### config.mk
export PLATFORM = sky130hd
export DESIGN_NAME = cpm_topk_ser
export DESIGN_NICKNAME = d
export VERILOG_FILES = /design/src/rtl/cpm_topk_ser.sv
export SDC_FILE = /design/constraint.sdc
export NUM_CORES = 1
export LEC_CHECK = 0
export CAP_MARGIN = 5
export CELL_PAD_IN_SITES_DETAIL_PLACEMENT = 0
export CELL_PAD_IN_SITES_GLOBAL_PLACEMENT = 1
export CORE_UTILIZATION = 37
export CTS_CLUSTER_DIAMETER = 80
export DETAILED_ROUTE_END_ITERATION = 8
export PLACE_DENSITY_LB_ADDON = 0.3
export SLEW_MARGIN = 15
export SYNTH_ARGS = -nofsm -noshare
export SYNTH_HDL_FRONTEND = slang
export SYNTH_SLANG_ARGS = --single-unit
### constraint.sdc
create_clock -name clk -period 2.8 [get_ports clk]
set_clock_uncertainty 0.05 [all_clocks]
set_input_delay 0.56 -clock clk [delete_from_list [all_inputs] [get_ports clk]]
set_output_delay 0.56 -clock clk [all_outputs]
set_load 0.005 [all_outputs]
### src/rtl/cpm_topk_ser.sv
// Serializes a captured top-K score/tag array into a ready/valid word stream.
// Emits the first n slots (slot 0 first), then waits for the sorter to drop valid.
module cpm_topk_ser #(
    parameter int DATA_DW = 8,
    parameter int INFO_DW = 8,
    parameter int SORT_DW = 32,
    parameter int SORT_AW = $clog2(SORT_DW)
) (
    input  logic                       clk,
    input  logic                       rst,
    input  logic                       clear,
    input  logic                       TOPK_DAT_VLD,
    output logic                       TOPK_DAT_RDY,
    input  logic [SORT_DW*DATA_DW-1:0] TOPK_DAT_DAT,
    input  logic [SORT_DW*INFO_DW-1:0] TOPK_DAT_INF,
    input  logic [SORT_AW:0]           OUT_NUM,
    output logic                       OUTS_DAT_VLD,
    input  logic                       OUTS_DAT_RDY,
    output logic                       OUTS_DAT_LST,
    output logic [DATA_DW-1:0]         OUTS_DAT_DAT,
    output logic [INFO_DW-1:0]         OUTS_DAT_INF,
    output logic [SORT_AW-1:0]         OUTS_DAT_IDX,
    output logic                       BUSY
);
    typedef enum logic [1:0] {IDLE, SEND, DONE} state_t;

    localparam logic [SORT_AW:0] N_MAX = (SORT_AW+1)'(SORT_DW);

    state_t                          state_q, state_d;
    logic [SORT_AW-1:0]              ptr_q, ptr_d;
    logic [SORT_AW:0]                n_q, n_d;
    logic [SORT_DW-1:0][DATA_DW-1:0] dat_q, dat_d;
    logic [SORT_DW-1:0][INFO_DW-1:0] inf_q, inf_d;
    logic                            send;
    logic                            last;

    assign send = (state_q == SEND);
    assign last = ({1'b0, ptr_q} == n_q - 1'b1);

    assign TOPK_DAT_RDY = (state_q == IDLE) && !clear && !rst;
    assign BUSY         = (state_q != IDLE);
    assign OUTS_DAT_VLD = send;
    assign OUTS_DAT_LST = send && last;
    assign OUTS_DAT_DAT = send ? dat_q[ptr_q] : '0;
    assign OUTS_DAT_INF = send ? inf_q[ptr_q] : '0;
    assign OUTS_DAT_IDX = ptr_q;

    always_comb begin
        state_d = state_q;
        ptr_d   = ptr_q;
        n_d     = n_q;
        dat_d   = dat_q;
        inf_d   = inf_q;
        if (clear) begin
            state_d = IDLE;
            ptr_d   = '0;
        end else begin
            case (state_q)
                IDLE: begin
                    if (TOPK_DAT_VLD) begin
                        dat_d   = TOPK_DAT_DAT;
                        inf_d   = TOPK_DAT_INF;
                        // zero or oversize request means "emit everything"
                        n_d     = (OUT_NUM == '0 || OUT_NUM > N_MAX) ? N_MAX : OUT_NUM;
                        ptr_d   = '0;
                        state_d = SEND;
                    end
                end
                SEND: begin
                    if (OUTS_DAT_RDY) begin
                        if (last) begin
                            ptr_d   = '0;
                            state_d = DONE;
                        end else begin
                            ptr_d = ptr_q + 1'b1;
                        end
                    end
                end
                DONE: begin
                    // valid is a level held until the sorter clears; wait it out
                    if (!TOPK_DAT_VLD) state_d = IDLE;
                end
                default: state_d = IDLE;
            endcase
        end
    end

    always_ff @(posedge clk) begin
        if (rst) begin
            state_q <= IDLE;
            ptr_q   <= '0;
            n_q     <= N_MAX;
            dat_q   <= '0;
            inf_q   <= '0;
        end else begin
            state_q <= state_d;
            ptr_q   <= ptr_d;
            n_q     <= n_d;
            dat_q   <= dat_d;
            inf_q   <= inf_d;
        end
    end
endmodule

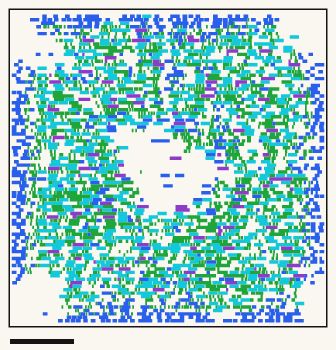
Figure 1: run 1, placement by cell class.
The bar under the picture is 50 um long.
| class | colour | cells | share of their area |
|---|---|---|---|
| flip-flops | cyan | 525 | 34% |
| other buffers and delay cells | blue | 684 | 23% |
| clock drivers and dummy loads | purple | 99 | 6.2% |
| all other logic | green | 1860 | 36% |

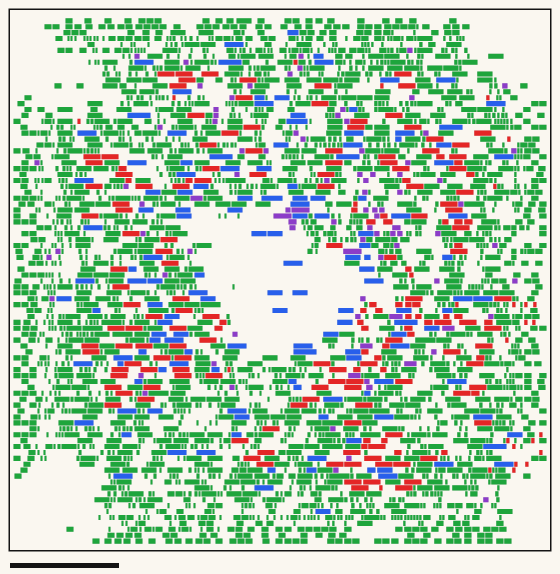
Figure 2: run 1, cell sizes after repair.
The bar under the picture is 50 um long.
| size | colour | cells | share | most used |
|---|---|---|---|---|
| drive 1 or less | green | 2732 | 86% | nand2_1 |
| drive 3 to 4 | purple | 89 | 2.8% | buf_4 |
| drive 2 | red | 205 | 6.5% | mux4_2 |
| drive 6 and up | blue | 142 | 4.5% | clkbuf_16 |

==> reports/metrics.yaml, run 1 <==
status:
  status: "complete, but fails checks"
  failed_checks: "setup timing"
setup_path:
  worstSetupPathType: "reg -> out"
  setup.worst_path.end_class: "primary output"
  cp_top_family: "multiplexers"
  crit_path_start_kind: "register"
  worst_ep_required_time_ps: 2190
  crit_buf_inv: 4
  r2r-start: "state_q[1]"
  arrival_ps: 2830
  cp.depth: 8
final_timing:
  fmax_mhz: 291
  worst_hold_slack_ps: 366
  hold_violations: 0
  max_slew_margin_pct: 23.9
  min_period_over_period_pct: 123
  fin_ws_ps: -640
  finalSetupViolCount: 17
  fin_crit_ps: 3440
  rsz0062_at_grt: "true"
global_routing:
  grtUsageTotal_pct: 26.7
  first_global_vias: 20600
  grt_start_max_net_pins: 216
  grt_antenna_before_repair: 4
  grt_pass1_wl_mm: 126
clock_network:
  clk_pin_slew_worst_paths_ps: 60
  cts_sinks: 525
  cts_tree: "done"
  clk_path_buf_depth: 3
detailed_routing:
  drtPass1Iterations: 6
  first_iter_violations: 1885
  drt.antenna.violating_nets: 0
worst_hold_path:
  min_from: "rst"
floorplan:
  num_io_pins: 548
  die_h_um: 248
  coreArea_mm2: 0.0595
  dieWidth_um: 248
  fp_util_pct: 37.8
synthesis:
  yosysUniqueCellTypes: 41
  synth_area_mm2: 0.0225
  yosys-stat-cells: 2606
  top_area_share_pct: 46.8
  top_area_cell: "dfxtp_1"
  syn_area_per_cell_um2: 8.62
  edf_count: 0
  top_cells_by_area: "dfxtp_1, nand2_1, a21oi_1, mux4_2, mux4_1"
  postSynthCellCount: 2606
  postSynth.asyncResetShare_pct: 0
layout:
  drive_gt1_share_pct: 13.8
  area_delta_synth_final_pct: 40.5
  lay_top_cells: "nand2_1, a21oi_1, clkdlybuf4s50_1, dfxtp_1, mux4_2"
flow_run:
  log.warning_count: 34
  maxCapViolCount: 0
power:
  netSwitchingFraction_pct: 24.2
  share_seq_of_total_power_pct: 45.1
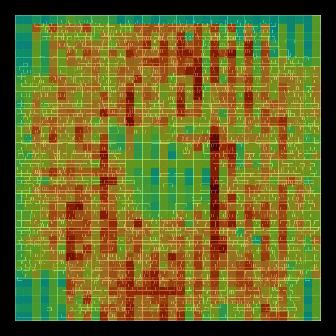
Figure 3: run 1, routing congestion map.
Core Util, Final: 53.1%
most crowded layer after global routing: met2
GR Util met3: 5.41%

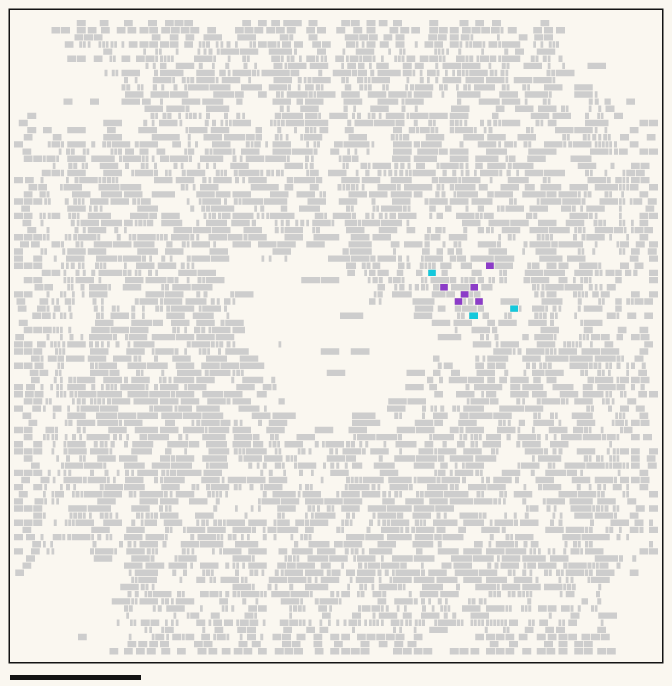
Figure 4: run 1, logic cells by family.
The bar under the picture is 50 um long.
| family | colour | cells |
|---|---|---|
| XOR/XNOR gates | purple | 6 |
| AND-OR and OR-AND gates | cyan | 3 |
fraction of area in multi-input gates: 35.0%
final non-filler cell total: 3942
Top cell excl fill/tap: nand2_1

## run 1: layout make-up
| type | instances | area [um2] | share of cell area [%] |
|---|---|---|---|
| tap | 773 | 967 | 3.06 |
| clock inverter | 25 | 363 | 1.15 |
| antenna | 1 | 2.50 | 0.00793 |
| timing repair buffer | 684 | 7120 | 22.6 |
| inverter | 5 | 18.8 | 0.0594 |
| clock buffer | 74 | 1530 | 4.83 |
| sequential | 525 | 10500 | 33.3 |
| multi-input combinational | 1855 | 11100 | 35.0 |
## run 1: power by group through the flow
stage	logic (mW)	clock network, mW	registers [mW]
2_1_floorplan	0.903	0	8.09
3_3_place_gp	2.05	0	8.19
3_5_place_dp	2.07	0	8.19
4_1_cts	2.12	7.77	8.03
5_1_grt	2.28	8.06	8.07
6_report	2.12	7.68	8.04
## run 1: flip-flops by register name, indices dropped and copies added (netlist names)
name / flops
dat_q: 256
OUTS_DAT_IDX: 5
state_q: 2
inf_q: 256
n_q: 6
## run 1: timing repair
action,in CTS,in global routing
pin swaps,1,5
resized,127,37
setup endpoints to repair,18,18
setup buffers,20,9
gates cloned,7,0
## run 1: logic make-up after synthesis
logic type      share of synthesized area [%]
xor+xnor                                0.234
simple gates                             18.7
buf+inv                                  4.55
mux                                      16.6
flops                                    46.8
fa+ha+maj                               0.111
compound gates                           13.0
## run 1: worst reg2reg max path, cell delays in order (launching register included)
cell and delay (ps):
dfxtp_1 360, nor2_1 190, nand2_1 160, nor2_4 240, buf_12 330, buf_4 360
nand2_1 160, a21oi_1 150
## run 1: stage by stage
| stage | power [mW] | setup TNS (ps) | std cells | setup WS [ps] |
|---|---|---|---|---|
| 6_report | 17.8 | -9960 | 3942 | -640 |
| 5_1_grt | 18.4 | -11320 | 3942 | -706 |
| 4_1_cts | 17.9 | -11650 | 3940 | -772 |
| 3_5_place_dp | 10.3 | -6720 | 3815 | -467 |
| 3_3_place_gp | 10.2 | -6370 | 3815 | -450 |
| 2_1_floorplan | 8.99 | 0 | 2606 | 359 |
## run 1: cell usage after synthesis, types with 2 or more instances
master     instances
nand2_1         1036
a21oi_1          539
dfxtp_1          525
clkbuf_1         157
mux4_2           105
buf_2             46
mux4_1            39
nor2_1            26
nand3_1           19
mux2_2            16
mux2i_1           16
o21ai_1           16
buf_4              5
buf_6              5
inv_1              5
nand3b_1           5
xnor2_1            5
buf_1              4
buf_12             3
nor2b_1            3
o211ai_1           3
a31oi_1            2
ha_1               2
nand2b_1           2
nor3_1             2
o2111ai_1          2
o21ai_0            2
o31ai_1            2
or2_2              2
## run 1: metal layers
metal  wire, um  up-vias  GRT usage, %  share of wire, %
li1           -     9861             -                 -
met1      34700     9865          34.3                41
met2      40500      869          44.3                48
met3       6370      138          5.41               7.5
met4       3040        6          10.3               3.6
met5         39        -             0             0.046
## run 1: worst paths after layout
check | slack [ps] | to
hold reg to reg | 400 | dat_q[37]
hold / removal | 370 | OUTS_DAT_IDX[1]
setup reg to reg | 720 | dat_q[48]
setup / recovery | -640 | OUTS_DAT_DAT[5]
## Run 2: what changed since run 1
--- a/config.mk
+++ b/config.mk
@@ -8,11 +8,12 @@
 export CAP_MARGIN = 5
 export CELL_PAD_IN_SITES_DETAIL_PLACEMENT = 0
 export CELL_PAD_IN_SITES_GLOBAL_PLACEMENT = 1
+export CORE_ASPECT_RATIO = 1.1
 export CORE_UTILIZATION = 37
 export CTS_CLUSTER_DIAMETER = 80
 export DETAILED_ROUTE_END_ITERATION = 8
+export HOLD_SLACK_MARGIN = 0.08
 export PLACE_DENSITY_LB_ADDON = 0.3
-export SLEW_MARGIN = 15
 export SYNTH_ARGS = -nofsm -noshare
 export SYNTH_HDL_FRONTEND = slang
 export SYNTH_SLANG_ARGS = --single-unit
==> run 2 against run 1 <==
- first-iteration DRC count fell by 6.9%
- global-route usage about the same
- sequential power is essentially flat
- the run still ends with setup timing left
- via count fell by 0.21%
- final area increased by 0.42%
- fmax rose by 0.46%
- area after synthesis unchanged
- die size about the same
- worst hold slack improved by 4.4 ps
- largest cell class unchanged
- sequential share of layout area fell by 0.14 points
==> reports/metrics.yaml, run 2 <==
status:
  status: "complete, but fails checks"
  failed_checks: "setup timing"
power:
  power.leakage_nw: 11.2
  p_per_area_mw_per_mm2: 558
  clockPowerShare_pct: 42.6
  intPower_mw: 13.4
  share_seq_of_total_power_pct: 45.4
  total_power_mw: 17.7
  combPwrFrac_pct: 12.0
  netSwitchingFraction_pct: 24.2
  p_switching_mw: 4.28
worst_hold_path:
  hp-class: "in -> reg"
  hold_depth: 4
  min_to: "OUTS_DAT_IDX[2]"
  min_from: "rst"
setup_path:
  reg2reg_slack_ps: 480
  worst_ep_required_time_ps: 2190
  worstSetupPathType: "reg -> out"
  reg2reg_to: "state_q[1]"
  arrival_ps: 2810
  crit_path_start_kind: "register"
  setup.worst_path.end_class: "primary output"
  r2r-start: "OUTS_DAT_IDX[0]"
  crit_fanout: 4
  r2r_cells: 12
detailed_routing:
  drc: 0
  wl_per_cell_um: 21.5
  first_iter_violations: 1755
  wirelength_mm: 85.0
  drt.antenna.violating_nets: 0
  drtPass1Iterations: 5
synthesis:
  top_area_share_pct: 46.8
  edf_count: 0
  most_common_cell: "nand2_1"
  postSynth.asyncResetShare_pct: 0
  top_cells_by_area: "dfxtp_1, nand2_1, a21oi_1, mux4_2, mux4_1"
  postSynthCellCount: 2606
  ys_top_cells_by_count: "nand2_1, a21oi_1, dfxtp_1"
  syn_area_per_cell_um2: 8.62
  ys_seq_elements: 525
  seq_area_frac_synth_pct: 46.8
  yosysUniqueCellTypes: 41
  yosysWarnings: 0
  syn_nets: 3131
  synth_area_mm2: 0.0225
  top_area_cell: "dfxtp_1"
  yosys-stat-cells: 2606
clock_network:
  cts_sinks: 525
  insertion_delay_ps: 590
  clk_path_buf_depth: 3
  cts_tree: "done"
  clk_pin_slew_worst_paths_ps: 70
floorplan:
  dieArea_mm2: 0.0617
  dieWidth_um: 237
  rows: 94
  coreArea_mm2: 0.0599
  die_h_um: 260
  num_io_pins: 548
  fp_util_pct: 37.5
layout:
  reg_top3: "dat_q (256), inf_q (256), n_q (6)"
  drive_gt1_share_pct: 14.2
  layout_top_cell: "nand2_1"
  area_delta_synth_final_pct: 41.1
  lay_top_cells: "nand2_1, a21oi_1, clkdlybuf4s50_1, dfxtp_1, mux4_2"
placed_design:
  gp_congestion: 0.965
  post-place-ws_ps: -422
  hpwl_mm: 64.8
global_routing:
  grtUsageTotal_pct: 26.7
  grt_start_max_net_pins: 238
  grt_pass1_wl_mm: 125
  first_global_vias: 20600
  grt_antenna_before_repair: 4
flow_run:
  log.warning_count: 32
  maxCapViolCount: 0
final_timing:
  max_slew_margin_pct: 15.3
  fin_crit_ps: 3420
  rsz0062_at_grt: "true"
  fmax_mhz: 292
  fin_ws_ps: -624
  hold_violations: 0
  worst_hold_slack_ps: 371
  min_period_over_period_pct: 122
  maxSlewViolCount: 0
  finalSetupViolCount: 17
-- run 2: cell types whose count changed in the layout (fill, tap and decap cells not counted), moves of 3 or more --
cell,delta
buf_16,+3
inv_6,-3
clkbuf_16,+5
clkinv_2,+5
o21ai_2,+3
clkbuf_2,-3
mux4_2,+5
mux4_1,-5
buf_2,+3
buf_6,-9
buf_4,+8
clkbuf_1,-5
-- run 2: per-stage QoR --
step	util, %	TNS, ps	std cells	cell area [um2]
finish	53.0	-9350	3943	31700
global route	53.0	-10890	3943	31700
CTS	52.8	-10110	3933	31600
detailed placement	48.8	-6140	3804	29200
global placement	48.8	-5700	3804	29200
floorplan	-	0	2606	22500
-- run 2: how the worst max path moves through the flow --
stage | cells after the start | endpoint | slack, ps | startpoint
2_1_floorplan | 6 | OUTS_DAT_DAT[7] | 360 | OUTS_DAT_IDX[0]
3_3_place_gp | 7 | OUTS_DAT_DAT[1] | -390 | OUTS_DAT_IDX[0]
3_5_place_dp | 7 | OUTS_DAT_DAT[7] | -420 | OUTS_DAT_IDX[0]
4_1_cts | 9 | OUTS_DAT_INF[3] | -650 | OUTS_DAT_IDX[0]
5_1_grt | 9 | OUTS_DAT_INF[3] | -700 | OUTS_DAT_IDX[0]
6_report | 8 | OUTS_DAT_INF[0] | -620 | OUTS_DAT_IDX[0]
-- run 2: final cells by class --
type,count,area [um2]
Tap cell,768,961
Timing Repair Buffer,690,7280
Multi-Input combinational cell,1855,11100
Clock inverter,26,300
Clock buffer,71,1560
Sequential cell,525,10500
Antenna cell,3,7.51
Inverter,5,18.8
Fill cell,5460,28200
-- run 2: cells by family after synthesis --
logic type / count (synthesis) / synth area share (%)
buffers and inverters: 226 / 4.55
XOR/XNOR: 6 / 0.234
AND/OR/NAND/NOR: 1099 / 18.7
AND-OR/OR-AND: 572 / 13.0
flip-flops: 525 / 46.8
multiplexers: 176 / 16.6
adder cells (fa/ha/maj): 2 / 0.111
-- run 2: what timing repair did --
action,CTS,global route
hold buffers,0,0
gates cloned,6,3
endpoints found under the setup margin,17,18
resized,150,14
pin swaps,13,4
setup buffers,26,7
-- run 2: routing by layer --
layer | track usage [%] | up-vias | part of all wire (%)
met5 | 0 | - | 0.012
met4 | 8.39 | 2 | 2.9
met3 | 3.63 | 136 | 6.0
met2 | 47.2 | 806 | 50
met1 | 33.7 | 9905 | 41
li1 | - | 9847 | -
-- run 2: critical path: stages (launching register included) --
cell and delay (ps):
dfxtp_4 380, buf_12 120, bufbuf_16 260, buf_12 110
mux4_2 490, mux4_2 520, nand3_2 100, o21ai_2 90
buf_2 160
-- run 2: power groups by stage --
stage / sequential (mW) / combinational (mW) / clock (mW)
after CTS: 8.03 / 2.11 / 7.61
after detailed placement: 8.19 / 2.07 / 0
after floorplan: 8.09 / 0.903 / 0
after global routing: 8.06 / 2.27 / 7.91
after global placement: 8.18 / 2.05 / 0
final: 8.03 / 2.12 / 7.54
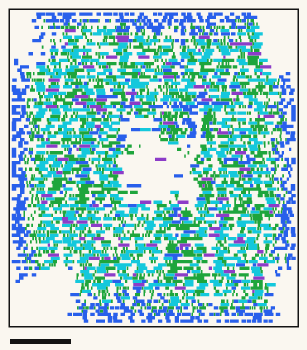
Figure 5: run 2, placement by cell class.
The bar under the picture is 50 um long.
| class | colour | cells | share of their area |
|---|---|---|---|
| clock drivers and dummy loads | purple | 97 | 6.0% |
| flip-flops | cyan | 525 | 34% |
| all other logic | green | 1860 | 36% |
| other buffers and delay cells | blue | 690 | 24% |

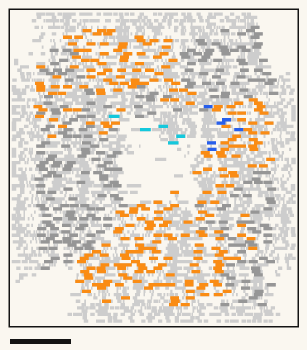
Figure 6: run 2, sequential cells coloured by netlist name.
The bar under the picture is 50 um long. Other sequential cells in the stronger grey, the rest of the logic in the fainter grey.
| netlist name | colour | flops |
|---|---|---|
| `OUTS_DAT_IDX` | cyan | 5 |
| `inf_q` | orange | 256 |
| `n_q` | blue | 6 |
not coloured: 258

## Run 3: what changed since run 2
--- a/config.mk
+++ b/config.mk
@@ -9,7 +9,7 @@
 export CELL_PAD_IN_SITES_DETAIL_PLACEMENT = 0
 export CELL_PAD_IN_SITES_GLOBAL_PLACEMENT = 1
 export CORE_ASPECT_RATIO = 1.1
-export CORE_UTILIZATION = 37
+export CORE_UTILIZATION = 29
 export CTS_CLUSTER_DIAMETER = 80
 export DETAILED_ROUTE_END_ITERATION = 8
 export HOLD_SLACK_MARGIN = 0.08
==> run 3 against run 2 <==
- the run still ends with setup timing left
- synthesized cell count unchanged
- global-route usage down 3.5 points
- worst hold slack worse by 230 ps
- final area up 1.2%
- clock power up 5.0%
- final cell count up 6.7%
- area after synthesis unchanged
- combinational power about the same
- critical endpoint is now OUTS_DAT_DAT[6]
- highest routed layer unchanged
==> reports/metrics.yaml, run 3 <==
detailed_routing:
  drtPass1Iterations: 6
  wirelength_mm: 93.5
  first_iter_violations: 1499
  drc: 0
  wl_per_cell_um: 22.2
flow_run:
  maxCapViolCount: 0
  log.warning_count: 34
layout:
  diodes: 0
  lay_top_cells: "nand2_1, a21oi_1, clkdlybuf4s50_1, dfxtp_1, mux4_2"
  area_delta_synth_final_pct: 42.8
  reg_top3: "dat_q (256), inf_q (256), n_q (6)"
  drive_gt1_share_pct: 14.2
synthesis:
  yosysWarnings: 0
  postSynthCellCount: 2606
  ys_top_cells_by_count: "nand2_1, a21oi_1, dfxtp_1"
  top_cells_by_area: "dfxtp_1, nand2_1, a21oi_1, mux4_2, mux4_1"
  syn_area_per_cell_um2: 8.62
  edf_count: 0
  top_area_share_pct: 46.8
  syn_nets: 3131
  yosysUniqueCellTypes: 41
  ys_seq_elements: 525
  postSynth.asyncResetShare_pct: 0
status:
  status: "complete, but fails checks"
  failed_checks: "setup timing"
clock_network:
  clk_pin_slew_worst_paths_ps: 60
  cts_hold_buf: 0
  clk_path_buf_depth: 3
final_timing:
  fin_ws_ps: -644
  hold_violations: 0
  finalSetupViolCount: 17
  max_slew_margin_pct: 21.0
  min_period_over_period_pct: 123
  fin_crit_ps: 3440
  rsz0062_at_grt: "true"
global_routing:
  grt_start_max_net_pins: 196
  first_global_vias: 21200
placed_design:
  gp_congestion: 0.914
  post-place-ws_ps: -416
worst_hold_path:
  min_from: "rst"
  hp-class: "in -> reg"
  hold_depth: 2
setup_path:
  worst_ep_required_time_ps: 2190
  reg2reg_slack_ps: 420
  max_stage_delay_ps: 560
  worstSetupPathType: "reg -> out"
  worstPathCellList: "buf_12 > buf_8 > buf_6 > mux4_2 > mux4_2 > nand3_2 > o21ai_2 > buf_2"
  reg2reg_to: "OUTS_DAT_IDX[4]"
  crit_path_start_kind: "register"
  cp-startpoint: "OUTS_DAT_IDX[0]"
floorplan:
  num_io_pins: 548
  fp_util_pct: 29.4
power:
  power.leakage_nw: 11.3
==> run 3: cell count changes in the layout (fill, tap and decap cells not counted), moves of 4 or more <==
cell      delta
mux4_1       +4
clkbuf_1     +9
clkinv_2     -4
mux4_2       -4
buf_6       +19
buf_12      -10
==> run 3: area by class of cell <==
cell class / instances / area (um2) / share of cell area [%]
Clock buffer: 79 / 1590 / 4.95
Tap cell: 1026 / 1280 / 4.00
Inverter: 5 / 18.8 / 0.0585
Timing Repair Buffer: 693 / 7180 / 22.4
Clock inverter: 23 / 359 / 1.12
Sequential cell: 525 / 10500 / 32.8
Multi-Input combinational cell: 1855 / 11100 / 34.7
==> run 3: through the flow <==
stage / total power, mW / std cells / TNS [ps]
6_report: 18.1 / 4206 / -8820
2_1_floorplan: 8.99 / 2606 / 0
3_3_place_gp: 10.3 / 4067 / -4800
4_1_cts: 18.3 / 4203 / -10100
5_1_grt: 18.8 / 4206 / -10270
3_5_place_dp: 10.3 / 4067 / -5270
==> run 3: layer usage <==
metal / vias up / part of all wire (%) / GRT usage, %
li1: 9860 / - / -
met1: 9963 / 40 / 27.7
met2: 758 / 51 / 41.7
met3: 145 / 5.9 / 3.59
met4: 8 / 3.7 / 8.28
met5: - / 0.063 / 0
==> run 3: worst max path at each step <==
stage / cells after the start / end / slack [ps]
6_report: 8 / OUTS_DAT_DAT[6] / -640
5_1_grt: 8 / OUTS_DAT_INF[0] / -690
4_1_cts: 8 / OUTS_DAT_INF[0] / -680
3_5_place_dp: 10 / OUTS_DAT_DAT[3] / -420
3_3_place_gp: 8 / OUTS_DAT_DAT[1] / -350
2_1_floorplan: 6 / OUTS_DAT_DAT[7] / 360
==> run 3: repair_timing <==
item	CTS	global route
gates resized	174	20
endpoints found under the setup margin	18	18
pin swaps	18	9
endpoints found under the hold margin	0	0
setup buffers	32	6
gates cloned	5	0
==> run 3: cell families after synthesis <==
kind of cell,share of synthesized area [%]
compound gates,13.0
xor+xnor,0.234
fa+ha+maj,0.111
buf+inv,4.55
flops,46.8
mux,16.6
simple gates,18.7
==> run 3: worst max-delay path: cells and delay by family (launching register included) <==
family	cells	cell delay [ps]
muxes	2	1050
buffers and inverters	4	550
DFF	1	430
and+or+nand+nor	1	130
AOI/OAI and AO/OA	1	60
==> run 3: power breakdown <==
part / switching (mW) / internal, mW
Sequential: 0.257 / 7.82
Clock: 3.15 / 4.78
Combinational: 0.999 / 1.14
Total: 4.40 / 13.7
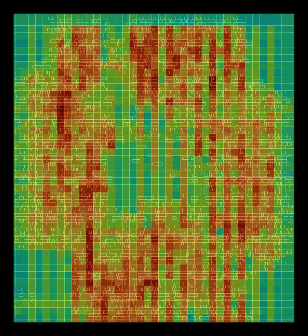
Figure 7: run 3, routing congestion map.
GR Util met3: 3.59%
routing usage on met1: 27.7%
M2 GR Usage: 41.7%

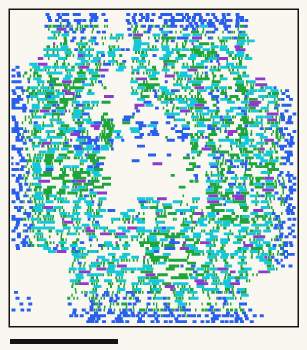
Figure 8: run 3, placement by cell class.
The bar under the picture is 100 um long.
| class | colour | cells | share of their area |
|---|---|---|---|
| all other logic | green | 1860 | 36% |
| other buffers and delay cells | blue | 693 | 23% |
| flip-flops | cyan | 525 | 34% |
| clock drivers and dummy loads | purple | 102 | 6.3% |
num rows: 106
CORE AREA: 0.0764 mm2
Seq/total area: 32.8%
Core Util, Final: 42.0%
final instance area: 0.0321 mm2

Power and IR drop assume default switching activity.
